`config.mk`:
```
export PLATFORM = sky130hd
export DESIGN_NAME = cpu_0_nios2_oci_dct_packer_flat
export DESIGN_NICKNAME = d
export VERILOG_FILES = /design/src/rtl/cpu_0_nios2_oci_dct_packer_pkg.sv /design/src/rtl/cpu_0_nios2_oci_dct_packer_if.sv /design/src/rtl/cpu_0_nios2_oci_dct_outreg.sv /design/src/rtl/cpu_0_nios2_oci_dct_packer.sv /design/src/flat_wrapper.sv
export SDC_FILE = /design/constraint.sdc
export NUM_CORES = 1
export LEC_CHECK = 0
export CAP_MARGIN = 0
export CORE_MARGIN = 5
export CORE_UTILIZATION = 45
export CTS_CLUSTER_SIZE = 24
export DETAILED_ROUTE_END_ITERATION = 16
export DONT_BUFFER_PORTS = 1
export PLACE_DENSITY = 0.64
export SETUP_SLACK_MARGIN = 0.2
export SLEW_MARGIN = 20
export SYNTH_ARGS = -nofsm -noshare
export SYNTH_HDL_FRONTEND = slang
export SYNTH_HIERARCHICAL = 1
export SYNTH_SLANG_ARGS = --single-unit
```
`constraint.sdc`:
```
create_clock -name clk -period 2.22 [get_ports clk]
set_input_delay 0.666 -clock clk [delete_from_list [all_inputs] [get_ports clk]]
set_output_delay 0.666 -clock clk [all_outputs]
set_load 0.05 [all_outputs]
```
`src/rtl/cpu_0_nios2_oci_dct_packer_pkg.sv`:
```
// Shared constants for the OCI direct-trace path: atom geometry, atom codes
// and the layout of the packed output word.
package cpu_0_nios2_oci_trace_pkg;

  localparam int ATOM_W = 2;
  localparam int ATOMS  = 15;
  localparam int BUF_W  = ATOM_W * ATOMS;
  localparam int CNT_W  = 4;
  localparam int OUT_W  = CNT_W + BUF_W;

  localparam logic [ATOM_W-1:0] ATOM_NOP    = 2'b00;
  localparam logic [ATOM_W-1:0] ATOM_TAKEN  = 2'b01;
  localparam logic [ATOM_W-1:0] ATOM_NTAKEN = 2'b10;
  localparam logic [ATOM_W-1:0] ATOM_ADDR   = 2'b11;

  // out_data field offsets: count sits above the atom buffer
  localparam int OD_BUF_LSB = 0;
  localparam int OD_CNT_LSB = BUF_W;

  typedef struct packed {
    logic [CNT_W-1:0] cnt;
    logic [BUF_W-1:0] atoms;
  } out_word_t;

endpackage

```
`src/rtl/cpu_0_nios2_oci_dct_packer_if.sv`:
```
// Atom input, output word handshake and live debug view of the packer.
// master = trace controller / FIFO side, slave = packer.
interface cpu_0_nios2_oci_dct_packer_if;
  import cpu_0_nios2_oci_trace_pkg::*;

  logic              atom_valid;
  logic [ATOM_W-1:0] atom;
  logic              atom_ready;
  logic              flush;
  logic              out_valid;
  logic              out_ready;
  logic [OUT_W-1:0]  out_data;
  logic [BUF_W-1:0]  dct_buffer;
  logic [CNT_W-1:0]  dct_count;
  logic              ovf;
  logic              ovf_clr;

  modport master (
    output atom_valid, atom, flush, out_ready, ovf_clr,
    input  atom_ready, out_valid, out_data, dct_buffer, dct_count, ovf
  );

  modport slave (
    input  atom_valid, atom, flush, out_ready, ovf_clr,
    output atom_ready, out_valid, out_data, dct_buffer, dct_count, ovf
  );

endinterface

```
`src/rtl/cpu_0_nios2_oci_dct_outreg.sv`:
```
// One-entry valid/ready output register; loads on i_load, 1 edge latency.
// Holds word while o_vld && !i_rdy; the caller only loads when the slot is free.
module cpu_0_nios2_oci_dct_outreg
  import cpu_0_nios2_oci_trace_pkg::*;
(
  input  logic             clk,
  input  logic             rst_n,
  input  logic             i_load,
  input  logic [OUT_W-1:0] i_dat,
  input  logic             i_rdy,
  output logic             o_vld,
  output logic [OUT_W-1:0] o_dat
);

  logic             r_vld;
  logic [OUT_W-1:0] r_dat;

  always_ff @(posedge clk) begin
    if (!rst_n) begin
      r_vld <= 1'b0;
      r_dat <= '0;
    end else if (i_load) begin
      r_vld <= 1'b1;
      r_dat <= i_dat;
    end else if (i_rdy) begin
      r_vld <= 1'b0;
    end
  end

  assign o_vld = r_vld;
  assign o_dat = r_dat;

endmodule

```
`src/rtl/cpu_0_nios2_oci_dct_packer.sv`:
```
// Packs 2-bit trace atoms into 15-atom words; word leaves 1 edge after count
// hits 15 or a flush. Stalls atoms (atom_ready=0) when full and the output is held.
module cpu_0_nios2_oci_dct_packer
  import cpu_0_nios2_oci_trace_pkg::*;
(
  input  logic                         clk,
  input  logic                         reset_n,
  cpu_0_nios2_oci_dct_packer_if.slave  bus
);

  localparam logic [CNT_W-1:0] CNT_FULL = CNT_W'(ATOMS);

  logic [BUF_W-1:0] r_buf;
  logic [CNT_W-1:0] r_count;
  logic             r_flush_pend;
  logic             r_ovf;

  logic             w_out_vld;
  logic [OUT_W-1:0] w_out_dat;
  logic             w_atom_ready;
  logic             w_accept;
  logic             w_slot_free;
  logic             w_fpend;
  logic             w_xfer;
  out_word_t        w_word;

  assign w_atom_ready = (r_count != CNT_FULL);
  assign w_accept     = bus.atom_valid && w_atom_ready;
  assign w_slot_free  = !w_out_vld || bus.out_ready;
  assign w_fpend      = r_flush_pend || bus.flush;
  assign w_xfer       = w_slot_free &&
                        ((r_count == CNT_FULL) || (w_fpend && (r_count != '0)));
  assign w_word       = '{cnt: r_count, atoms: r_buf};

  always_ff @(posedge clk) begin
    if (!reset_n) begin
      r_buf        <= '0;
      r_count      <= '0;
      r_flush_pend <= 1'b0;
      r_ovf        <= 1'b0;
    end else begin
      // An atom accepted alongside a transfer starts the next word
      if (w_xfer) begin
        r_buf   <= w_accept ? {{(BUF_W-ATOM_W){1'b0}}, bus.atom} : '0;
        r_count <= w_accept ? CNT_W'(1) : '0;
      end else if (w_accept) begin
        r_buf   <= {r_buf[BUF_W-ATOM_W-1:0], bus.atom};
        r_count <= r_count + CNT_W'(1);
      end

      if (w_xfer)
        r_flush_pend <= 1'b0;
      else if (bus.flush && (r_count == '0) && !w_accept)
        r_flush_pend <= 1'b0;
      else if (bus.flush)
        r_flush_pend <= 1'b1;

      if (bus.atom_valid && !w_atom_ready)
        r_ovf <= 1'b1;
      else if (bus.ovf_clr)
        r_ovf <= 1'b0;
    end
  end

  cpu_0_nios2_oci_dct_outreg u_outreg (
    .clk    (clk),
    .rst_n  (reset_n),
    .i_load (w_xfer),
    .i_dat  (w_word),
    .i_rdy  (bus.out_ready),
    .o_vld  (w_out_vld),
    .o_dat  (w_out_dat)
  );

  assign bus.atom_ready = w_atom_ready;
  assign bus.out_valid  = w_out_vld;
  assign bus.out_data   = w_out_dat;
  assign bus.dct_buffer = r_buf;
  assign bus.dct_count  = r_count;
  assign bus.ovf        = r_ovf;

endmodule

```
`src/flat_wrapper.sv`:
```
// flat-port wrapper written by rule: the top's interface ports become plain ports
module cpu_0_nios2_oci_dct_packer_flat import cpu_0_nios2_oci_trace_pkg::*;
  (clk, reset_n, bus_atom_valid, bus_atom, bus_flush, bus_out_ready, bus_ovf_clr, bus_atom_ready, bus_out_valid, bus_out_data, bus_dct_buffer, bus_dct_count, bus_ovf);
  cpu_0_nios2_oci_dct_packer_if bus_i ();
  input  logic clk;
  input  logic reset_n;
  input wire logic [$bits(bus_i.atom_valid)-1:0] bus_atom_valid;
  input wire logic [$bits(bus_i.atom)-1:0] bus_atom;
  input wire logic [$bits(bus_i.flush)-1:0] bus_flush;
  input wire logic [$bits(bus_i.out_ready)-1:0] bus_out_ready;
  input wire logic [$bits(bus_i.ovf_clr)-1:0] bus_ovf_clr;
  output wire logic [$bits(bus_i.atom_ready)-1:0] bus_atom_ready;
  output wire logic [$bits(bus_i.out_valid)-1:0] bus_out_valid;
  output wire logic [$bits(bus_i.out_data)-1:0] bus_out_data;
  output wire logic [$bits(bus_i.dct_buffer)-1:0] bus_dct_buffer;
  output wire logic [$bits(bus_i.dct_count)-1:0] bus_dct_count;
  output wire logic [$bits(bus_i.ovf)-1:0] bus_ovf;
  assign bus_i.atom_valid = bus_atom_valid;
  assign bus_i.atom = bus_atom;
  assign bus_i.flush = bus_flush;
  assign bus_i.out_ready = bus_out_ready;
  assign bus_i.ovf_clr = bus_ovf_clr;
  assign bus_atom_ready = bus_i.atom_ready;
  assign bus_out_valid = bus_i.out_valid;
  assign bus_out_data = bus_i.out_data;
  assign bus_dct_buffer = bus_i.dct_buffer;
  assign bus_dct_count = bus_i.dct_count;
  assign bus_ovf = bus_i.ovf;
  cpu_0_nios2_oci_dct_packer u_core (.clk(clk), .reset_n(reset_n), .bus(bus_i));
endmodule
```
==> results.txt, run 1 <==
run metrics: first-pass GRT wire length=just under 9000 µm, # diodes=0, Cell area leaders=dfxtp_1 (51%), mux2i_1 (13%), nand2_1 (8.5%), DRC=0, Worst slew margin=0.584, worst-path maximum fanout=5, HP Class=in2reg, power per cell area=828 nW/µm², Ys Warns=6, Final Util=0.507, Max Cap Viol=0, area leader, netlist=dfxtp_1, count of tool warnings=27, FILL cells=548, Cells after Synth=between 200 and 300, Clock Tree Buf Depth=2, P&R area growth vs syn=8.83%, hold buffers post-CTS=0, yosys stat area=2790 µm², via count=between 1,500 and 2,000, CTS Buf Count=9, DP Cell Count=351, Site Rows=28, top post-synthesis cells by count=dfxtp_1 (71), nand2_1 (63), mux2i_1 (35), nor2b_1 (35), a21oi_1 (20), largest net degree at the start of global routing=42, clk sinks=71, critical path launch point type=flop, min cycle time layout=1940 ps, Sum Neg Setup Slack=0 ps, share of cells above drive strength 1=0.144, Mapped Nets=294, Worst Max-Slew Pin Slew=approximately 620 ps, Post-synth regs=71, status=completed, Post-DRT Antenna Nets=0, CTS H-tree lvls=3, gr ovfl total=0, combinational share of power=0.072, Detailed Routing Iterations Pass 1=4, top-count cell post-synth=dfxtp_1, Final Net Count=between 200 and 300, CTS tree=built, reg2reg path depth=7, die width=between 80 and 90 µm, # port buffers=0, Max VDD drop=0.375 mV, Critical Path End Type=output port
[run 1: cell usage in the layout, fill, tap and decap left out, types with 2 or more instances in the layout]
cell type | Yosys | layout
nor2b_1 | 35 | 35
a21oi_2 | 11 | 11
nor2_1 | 5 | 4
a21oi_1 | 20 | 20
dfxtp_1 | 71 | 68
nand3_1 | 2 | 2
ha_1 | 2 | 2
nand2_1 | 63 | 63
buf_4 | 1 | 6
o21ai_0 | 2 | 2
o211ai_1 | 2 | 2
mux2i_1 | 35 | 35
a21boi_0 | 2 | 2
dfxtp_2 | 0 | 3
xor2_1 | 2 | 2
and2_1 | 2 | 2
clkbuf_8 | 0 | 11
o21ai_4 | 1 | 2
inv_1 | 5 | 5
[run 1: critical path, cell delays in order (launching register included)]
cell	delay [ps]
dfxtp_1	380
buf_6	190
nand3_2	140
buf_4	220
[run 1: final timing paths]
path / from / to
worst max-delay path: u_core/bus.dct_count[3]$_SDFFE_PN0P_ / bus_atom_ready
worst min-delay path: reset_n / u_core/bus.ovf$_SDFFE_PN0P_
worst max register to register: u_core/bus.dct_count[0]$_SDFFE_PN0P_ / u_core/u_outreg/o_dat[0]$_SDFFE_PN0P_
worst min register to register: u_core/bus.dct_count[1]$_SDFFE_PN0P_ / u_core/bus.dct_count[1]$_SDFFE_PN0P_
[run 1: power by group through the flow]
stage	logic, mW	registers, mW	clock network [mW]
6_report	0.180	1.32	1.02
5_1_grt	0.198	1.32	1.11
4_1_cts	0.175	1.32	1.06
3_5_place_dp	0.174	1.35	0
3_3_place_gp	0.171	1.35	0
2_1_floorplan	0.157	1.36	0
[run 1: layer usage]
metal | up-vias | wire [µm] | GRT usage
met3 | 12 | 465 | 0.0624
met5 | - | 0 | 0
met4 | 0 | 131 | 0.0865
li1 | 942 | - | -
met2 | 49 | 2670 | 0.231
met1 | 851 | 2350 | 0.168
[run 1: registers in the layout, indices dropped and copies added, names as in the netlist]
register	cells
u_core/u_outreg/o_dat	34
u_core/r_flush_pend	1
u_core/bus.dct_buffer	30
u_core/u_outreg/o_vld	1
u_core/bus.ovf	1
u_core/bus.dct_count	4
[run 1: area by class of cell]
| class | count | share of cell area |
|---|---|---|
| Clock buffer | 12 | 0.0510 |
| Tap cell | 75 | 0.0309 |
| Timing Repair Buffer | 8 | 0.0251 |
| Multi-Input combinational cell | 193 | 0.404 |
| Sequential cell | 71 | 0.469 |
| Inverter | 5 | 0.00618 |
| Clock inverter | 3 | 0.0140 |
[run 1: stage by stage]
step,area (µm²),setup WS (ps),hold slack [ps]
floorplan,2800,278,588
global placement,2820,243,474
detailed placement,2820,173,483
CTS,3020,204,430
global route,3040,208,436
finish,3040,280,459
[run 1: cells by family after synthesis]
family                   synth area share
AND/OR/NAND/NOR                     0.190
flip-flops                          0.509
AND-OR/OR-AND                      0.0999
multiplexers                        0.125
buffers and inverters              0.0600
XOR/XNOR                          0.00627
adder cells (fa/ha/maj)           0.00896
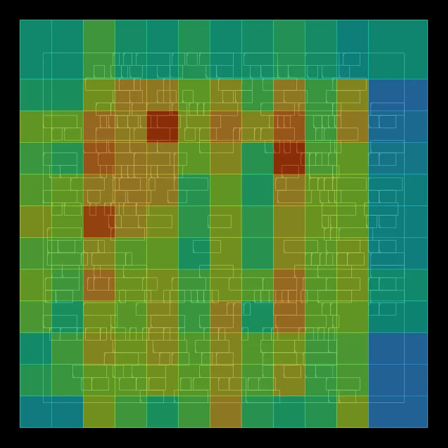
run_1/final_congestion.png
met2 Usage GRT: 0.231
post-DR wirelength/cell: 15.3 µm
M1 GR Usage: 0.168
grt met3 use: 0.0624

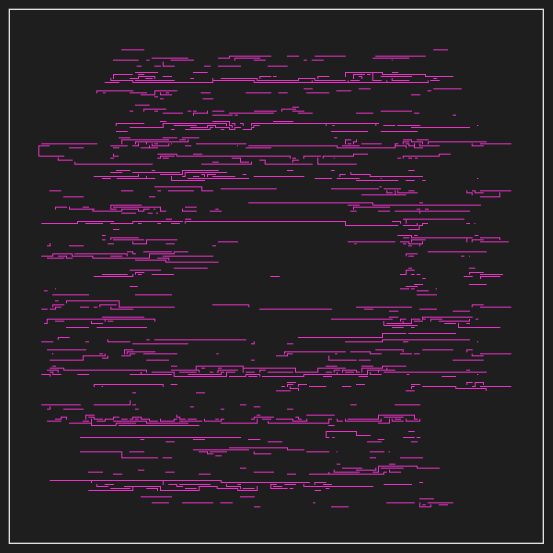
run_1/met1.png
Scale: 6 px per µm.
main direction	horizontal
wire length on this layer	2,350 µm
share of all routed wire	42%

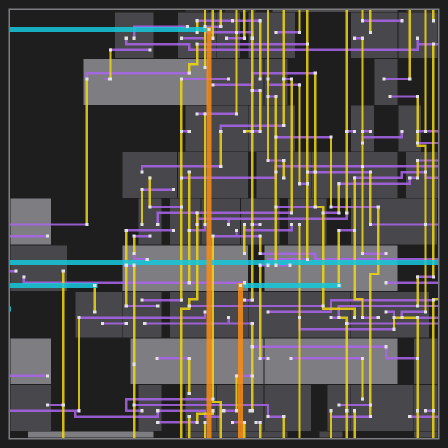
run_1/zoom.png
Region (10, 54) to (35, 79) µm. Cells in gray, sequential cells in the stronger gray; small squares are vias.
color	layer
orange	met4
purple	met1
yellow	met2
cyan	met3
cells with their middle in the window	45
sequential cells in the window	5
netlist names of flops here include	u_core/bus.dct_count (4), u_core/bus.ovf (1)
most frequent	buf_4 (5), inv_1 (4)

==> run 1 -> run 2 <==
--- a/config.mk
+++ b/config.mk
@@ -5,6 +5,7 @@
 export SDC_FILE = /design/constraint.sdc
 export NUM_CORES = 1
 export LEC_CHECK = 0
+export ABC_CLOCK_PERIOD_IN_PS = 2220
 export CAP_MARGIN = 0
 export CORE_MARGIN = 5
 export CORE_UTILIZATION = 45
==> results.txt, run 2 <==
run metrics: status=completed, top post-synthesis cells by count=dfxtp_1 (71), nand2_1 (63), mux2i_1 (35), nor2b_1 (35), a21oi_1 (20), P&R area growth vs syn=8.83% (unchanged), Mapped Nets=294 (unchanged), Cells after Synth=284 (unchanged), Worst Max-Slew Pin Slew=623 ps (unchanged), Ys Warns=6 (unchanged), CTS tree=built, min cycle time layout=1940 ps (unchanged), Worst path max stage delay=380 ps (about the same), area leader, netlist=dfxtp_1, share of cells above drive strength 1=0.144 (unchanged), Max VDD drop=0.375 mV (unchanged), Final Net Count=298 (unchanged), Critical Path End Type=output port, CTS Buf Count=9 (unchanged), critical path's slowest cell=dfxtp_1, clk sinks=71 (unchanged), Max Cap Viol=0 (unchanged), # port buffers=0 (unchanged), count of tool warnings=27 (unchanged), Clock Tree Buf Depth=2 (unchanged), top-count cell post-synth=dfxtp_1, # diodes=0 (unchanged), HP Class=in2reg, Sum Neg Setup Slack=0 ps (unchanged), CTS H-tree lvls=3 (unchanged), largest net degree at the start of global routing=42 (unchanged), power per cell area=828 nW/µm² (unchanged), DRC=0 (unchanged)
run 2: cell counts after synthesis:
No cell type changed its count.
run 2: report_power, final:
| group | switching, mW | internal (mW) | leakage [nW] |
|---|---|---|---|
| registers | 0.0327 | 1.29 | 0.574 |
| clock network | 0.445 | 0.573 | 0.0985 |
| logic | 0.116 | 0.0642 | 0.319 |
run 2: stage by stage:
stage	util	instance area [µm²]	hold slack (ps)	power (mW)
finish	0.507	3040	459	2.52
global route	0.507	3040	436	2.63
CTS	0.504	3020	430	2.55
detailed placement	0.471	2820	483	1.52
global placement	0.471	2820	474	1.52
floorplan	-	2800	588	1.52
run 2: what timing repair did:
item,CTS,global route
buffers inserted,0,0
gates resized,0,3
endpoints found under the setup margin,0,33
run 2: path summary, 6_finish.rpt:
check | from | end | cells past startpoint
worst min register to register | u_core/bus.dct_count[1]$_SDFFE_PN0P_ | u_core/bus.dct_count[1]$_SDFFE_PN0P_ | 2
worst max-delay path | u_core/bus.dct_count[3]$_SDFFE_PN0P_ | bus_atom_ready | 3
worst max register to register | u_core/bus.dct_count[0]$_SDFFE_PN0P_ | u_core/u_outreg/o_dat[0]$_SDFFE_PN0P_ | 7
worst min-delay path | reset_n | u_core/bus.ovf$_SDFFE_PN0P_ | 1
run 2: area by class of cell:
class / instances / area, µm²
repair buffers: 8 / 76.3
clock buffers: 12 / 155
flip-flops and latches: 71 / 1430
inverters: 5 / 18.8
well taps: 75 / 93.8
clock inverters: 3 / 42.5
fillers: 548 / 2950
multi-input cells: 193 / 1230
run 2: cell families (layout without fill, tap and decap cells):
logic type / Yosys count / count (layout) / synth area share
and+or+nand+nor: 112 / 112 / 0.190
DFF: 71 / 71 / 0.509
AOI/OAI and AO/OA: 41 / 42 / 0.0999
muxes: 35 / 35 / 0.125
buffers and inverters: 21 / 28 / 0.0600
adders and majority gates: 2 / 2 / 0.00896
xor gates and xnor gates: 2 / 2 / 0.00627
run 2: metal layers:
metal / track usage / vias up / part of all wire
met4: 0.0865 / 0 / 0.023
li1: - / 942 / -
met1: 0.168 / 851 / 0.42
met2: 0.231 / 49 / 0.48
met5: 0 / - / 0
met3: 0.0624 / 12 / 0.083
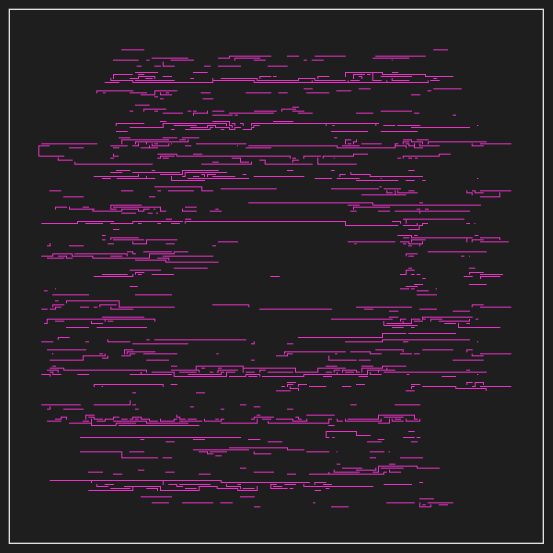
run_2/met1.png
Scale: 6 px per µm.
share of all routed wire	42%
longest straight run	29.0 µm

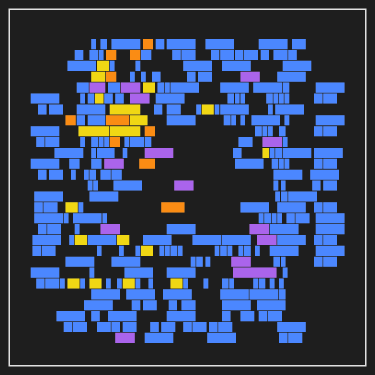
run_2/drive_strength.png
Scale: 4 px per µm.
color	size	cells	share
blue	drive 1 or less	250	86%
yellow	drive 2	18	6.2%
orange	drive 3 to 4	10	3.4%
purple	drive 6 and up	14	4.8%

No activity file was given, so power comes from the tool's default toggle rates.
